Run 1, the metal 4 layer:
Drawn at 2 px/µm. Supply wires on this layer in gray.
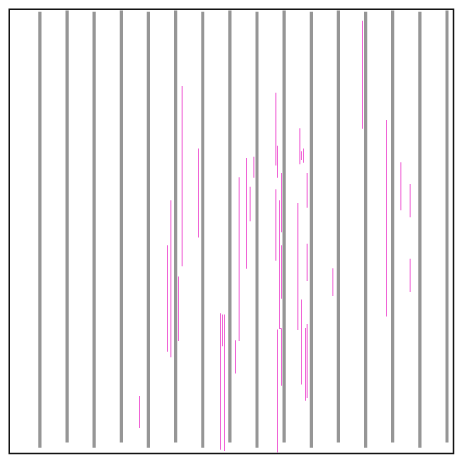
Run 1, metal 1:
Drawn at 2 px/µm. Supply wires on this layer in gray. Cells faint in the background.
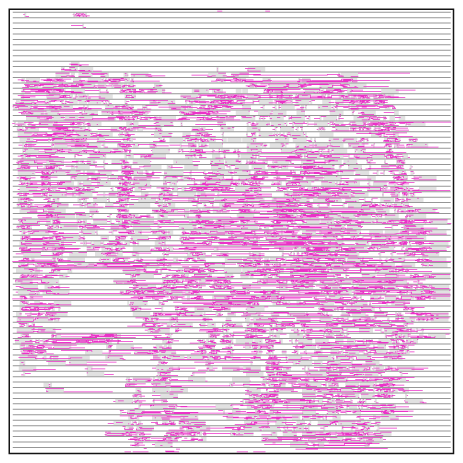
Run 1, where the registers sit:
Drawn at 2 px/µm. Other sequential cells in the stronger gray, the rest of the logic in the fainter gray.
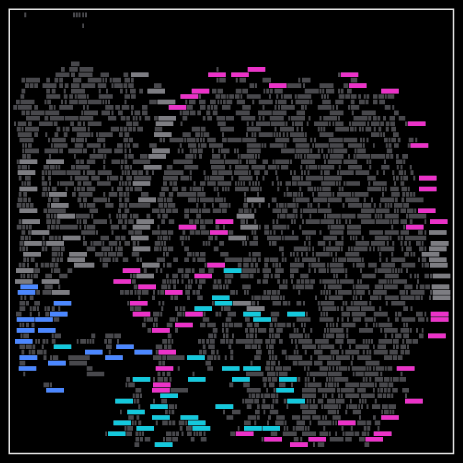
==> config.mk <==
export PLATFORM = sky130hd
export DESIGN_NAME = approx_mul_err_sweep
export DESIGN_NICKNAME = d
export VERILOG_FILES = /design/src/rtl/approx_mul_err_sweep.sv
export SDC_FILE = /design/constraint.sdc
export NUM_CORES = 1
export LEC_CHECK = 0
export CORE_UTILIZATION = 40
export CTS_BUF_LIST = sky130_fd_sc_hd__clkbuf_4 sky130_fd_sc_hd__clkbuf_8 sky130_fd_sc_hd__clkbuf_16
export DETAILED_ROUTE_END_ITERATION = 12
export DONT_BUFFER_PORTS = 1
export SYNTH_ARGS = -nofsm -noshare
export SYNTH_HDL_FRONTEND = slang
export SYNTH_SLANG_ARGS = --single-unit
==> constraint.sdc <==
create_clock -name clk -period 9.1 [get_ports clk]
set_input_delay 1.82 -clock clk [delete_from_list [all_inputs] [get_ports clk]]
set_output_delay 1.82 -clock clk [all_outputs]
set_load 0.005 [all_outputs]
==> results.json, run 1 <==
{
  "yosysWarnings": 0,
  "synthTopCellsByCount": "446 x inv_1, 244 x fa_1, 204 x nor2_1",
  "grt_max_degree": 152,
  "crit_path_max_incr_delay_ns": 0.55,
  "drc": 0,
  "status": "finished, final reports clean",
  "worst-path-buf-inv": 6,
  "fp_util": 0.4042,
  "wl_met1_um": 21390,
  "numPortBuffers": 0,
  "final_cells": 2774,
  "grt_pass1_vias": 15120,
  "drive_above_1_share": 0.04724,
  "top_layer_used": "met4",
  "top_area_cell": "fa_1",
  "post-place-ws_ns": 0.1247,
  "crit_slowest_cell": "fa_1",
  "crit_fanout": 10,
  "path_clk_slew_ns": 0.07,
  "worstSetupEndpointType": "register",
  "yosys-stat-cells": 2167,
  "whs_ns": 0.5476,
  "fin_worst_skew_ns": 0.01728,
  "placed_area_um2": 20000,
  "r2r_slack_ns": 0.46,
  "cts.sinks": 151,
  "cts_buffers": 17,
  "rr_worst_depth": 28,
  "cts_hold_buf": 0,
  "drv_slew": 0,
  "cpMostUsedCell": "fa_1"
}
Notes on 'the metal 4 layer' above:
share of all routed wire: 2.8%
main direction: vertical
wire length on this layer: 1,410 µm
longest straight run: 97.9 µm
via count: 14,550
final wirelength: 50,620 µm

Notes on 'metal 1' above:
nets with wire on the layer: 2,479
share of all routed wire: 42%
longest straight run: 65.3 µm
wire length on this layer: 21.4 mm
main direction: horizontal
M1 GR Usage: 0.2574

Notes on 'where the registers sit' above:
| netlist name | color | flops |
|---|---|---|
| `sum_sq` | magenta | 48 |
| `err_cnt` | blue | 17 |
| `sum_abs` | cyan | 32 |
final core utilization: 0.4331
Reg area: 3782 µm²

run 1: cell type report:
type	instances	area, µm²	area share
clock buffer	20	447.9	0.02171
tap	615	769.5	0.03729
sequential	151	3782	0.1833
clock inverter	12	166.4	0.008065
inverter	453	1700	0.08240
multi-input combinational	1491	13530	0.6556
timing repair buffer	32	240.2	0.01164
run 1: placed cells by master (no fill, tap or decap), drive strengths merged, types with 12 or more instances in the layout:
cell	Yosys	layout
inv	449	453
fa	244	244
nor2	204	204
ha	186	186
nand2	177	177
dfrtp	151	151
a21oi	76	76
and2	65	65
o21ai	61	61
xnor2	54	54
xor2	41	41
a21o	37	37
mux2i	36	36
nand3	33	33
buf	12	32
a211oi	31	31
nor3	27	27
clkbuf	60	20
and3	18	18
nor2b	16	16
nand2b	14	14
nand4	13	13
o31ai	13	13
or3	12	12
a31oi	12	12
run 1: cells by family after synthesis:
logic type / Yosys count / share of synthesized area
adder cells (fa/ha/maj): 430 / 0.3745
buffers and inverters: 525 / 0.1031
XOR/XNOR: 95 / 0.04555
AND/OR/NAND/NOR: 611 / 0.1498
AND-OR/OR-AND: 308 / 0.1057
multiplexers: 47 / 0.02514
flip-flops: 151 / 0.1962
run 1: per-layer routing:
metal,vias up,GRT usage
li1,6897,-
met1,7223,0.2574
met2,352,0.3664
met3,81,0.05750
met4,0,0.06743
met5,-,0
run 1: tightest hold or removal path: cells and delay by family (launching register included):
family | cells | cell delay (ns)
flops | 1 | 0.39
compound gates | 1 | 0.06
simple gates | 1 | 0.06
run 1: what timing repair did:
action,CTS,global route
endpoints found under the hold margin,0,0
endpoints found under the setup margin,0,18
gates resized,0,3
==> inputs of run 2 (changes only) <==
- ABC_CLOCK_PERIOD_IN_PS: default -> 9100
Run 2, metal layers overlaid:
Drawn at 2 px/µm. Two of the layers only.
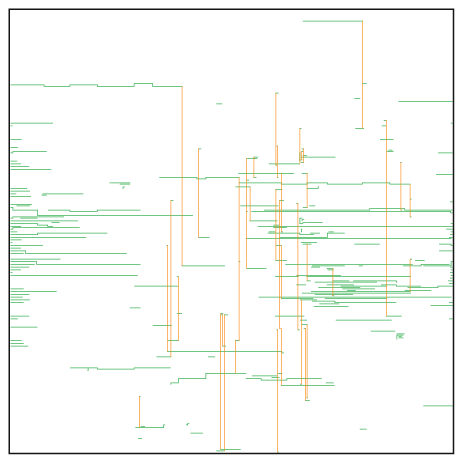
| layer | color | wire length |
|---|---|---|
| metal 4 | orange | 1,410 µm |
| metal 3 | green | 3,200 µm |
WL/cell: 18.25 µm
GRT Util Overall: 0.2126

Run 2, where the registers sit:
Drawn at 2 px/µm. Other sequential cells in the stronger gray, the rest of the logic in the fainter gray.
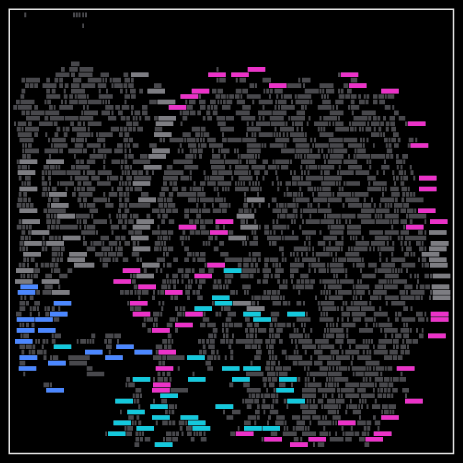
| netlist name | color | flops |
|---|---|---|
| `err_cnt` | blue | 17 |
| `sum_abs` | cyan | 32 |
| `sum_sq` | magenta | 48 |
not colored: 54
register share of the cell area: 0.1833

==> results.json, run 2 <==
{
  "synthTopCellsByCount": "446 x inv_1, 244 x fa_1, 204 x nor2_1",
  "fp_util": 0.4042,
  "drv_slew": 0,
  "drive_above_1_share": 0.04724,
  "compound_area_frac": 0.1057,
  "final_common_cell": "inv_1",
  "ys_sh_xor": 0.04555,
  "status": "finished, final reports clean",
  "ys_sh_adder": 0.3745,
  "crit_fanout": 10,
  "grt_pass1_vias": 15120,
  "logic_family": "adder cells",
  "vias": 14550,
  "mux_area_frac": 0.02514,
  "crit_path_max_incr_delay_ns": 0.55,
  "numPortBuffers": 0,
  "drc": 0,
  "r2r_slack_ns": 0.46,
  "cts_buffers": 17,
  "simple_gate_share": 0.1498,
  "top_area_cell": "fa_1",
  "fin_worst_skew_ns": 0.01728,
  "crit_slowest_cell": "fa_1",
  "cpMostUsedCell": "fa_1",
  "placed_area_um2": 20000,
  "cts.sinks": 151,
  "yosysWarnings": 0
}
Run 2, congestion heat map:
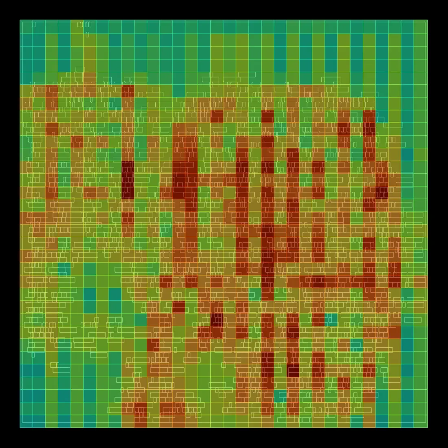
GRT Max-Usage Layer: met2
met3 usage: 0.05750

## run 2: timing repair
| item | 4_1_cts | 5_1_grt |
|---|---|---|
| endpoints found under the setup margin | 0 | 18 |
| gates resized | 0 | 3 |
| buffers inserted | 0 | 0 |
| hold endpoints to repair | 0 | 0 |
## run 2: cell families (layout without fill, tap and decap cells)
kind of cell | after synthesis | after routing
AND/OR/NAND/NOR | 611 | 611
buffers and inverters | 525 | 517
adder cells (fa/ha/maj) | 430 | 430
AND-OR/OR-AND | 308 | 308
flip-flops | 151 | 151
XOR/XNOR | 95 | 95
multiplexers | 47 | 47
## run 2: worst min-delay path, cell delays in order, from the launching register on
cell	delay (ns)
dfrtp_1	0.39
nand2_1	0.06
o21ai_0	0.06
## run 2: stage by stage
stage | setup slack (ns) | instances | hold slack, ns
floorplan | 1.201 | 2167 | 0.4952
global placement | 0.3308 | 2742 | 0.5308
detailed placement | 0.1247 | 2742 | 0.5345
CTS | 0.1086 | 2774 | 0.5510
global route | 0.03496 | 2774 | 0.5894
finish | 0.4642 | 2774 | 0.5476
## run 2: area by class of cell
type	count	area (µm²)	share of cell area
multi-input cells	1491	13530	0.6556
inverters	453	1700	0.08240
clock buffers	20	447.9	0.02171
clock inverters	12	166.4	0.008065
flip-flops and latches	151	3782	0.1833
repair buffers	32	240.2	0.01164
well taps	615	769.5	0.03729
## run 2: layer usage
layer  vias up  track usage  routed length, µm
li1       6897            -                  -
met1      7223       0.2574              21390
met2       352       0.3664              24620
met3        81      0.05750               3198
met4         0      0.06743               1405
met5         -            0                  0
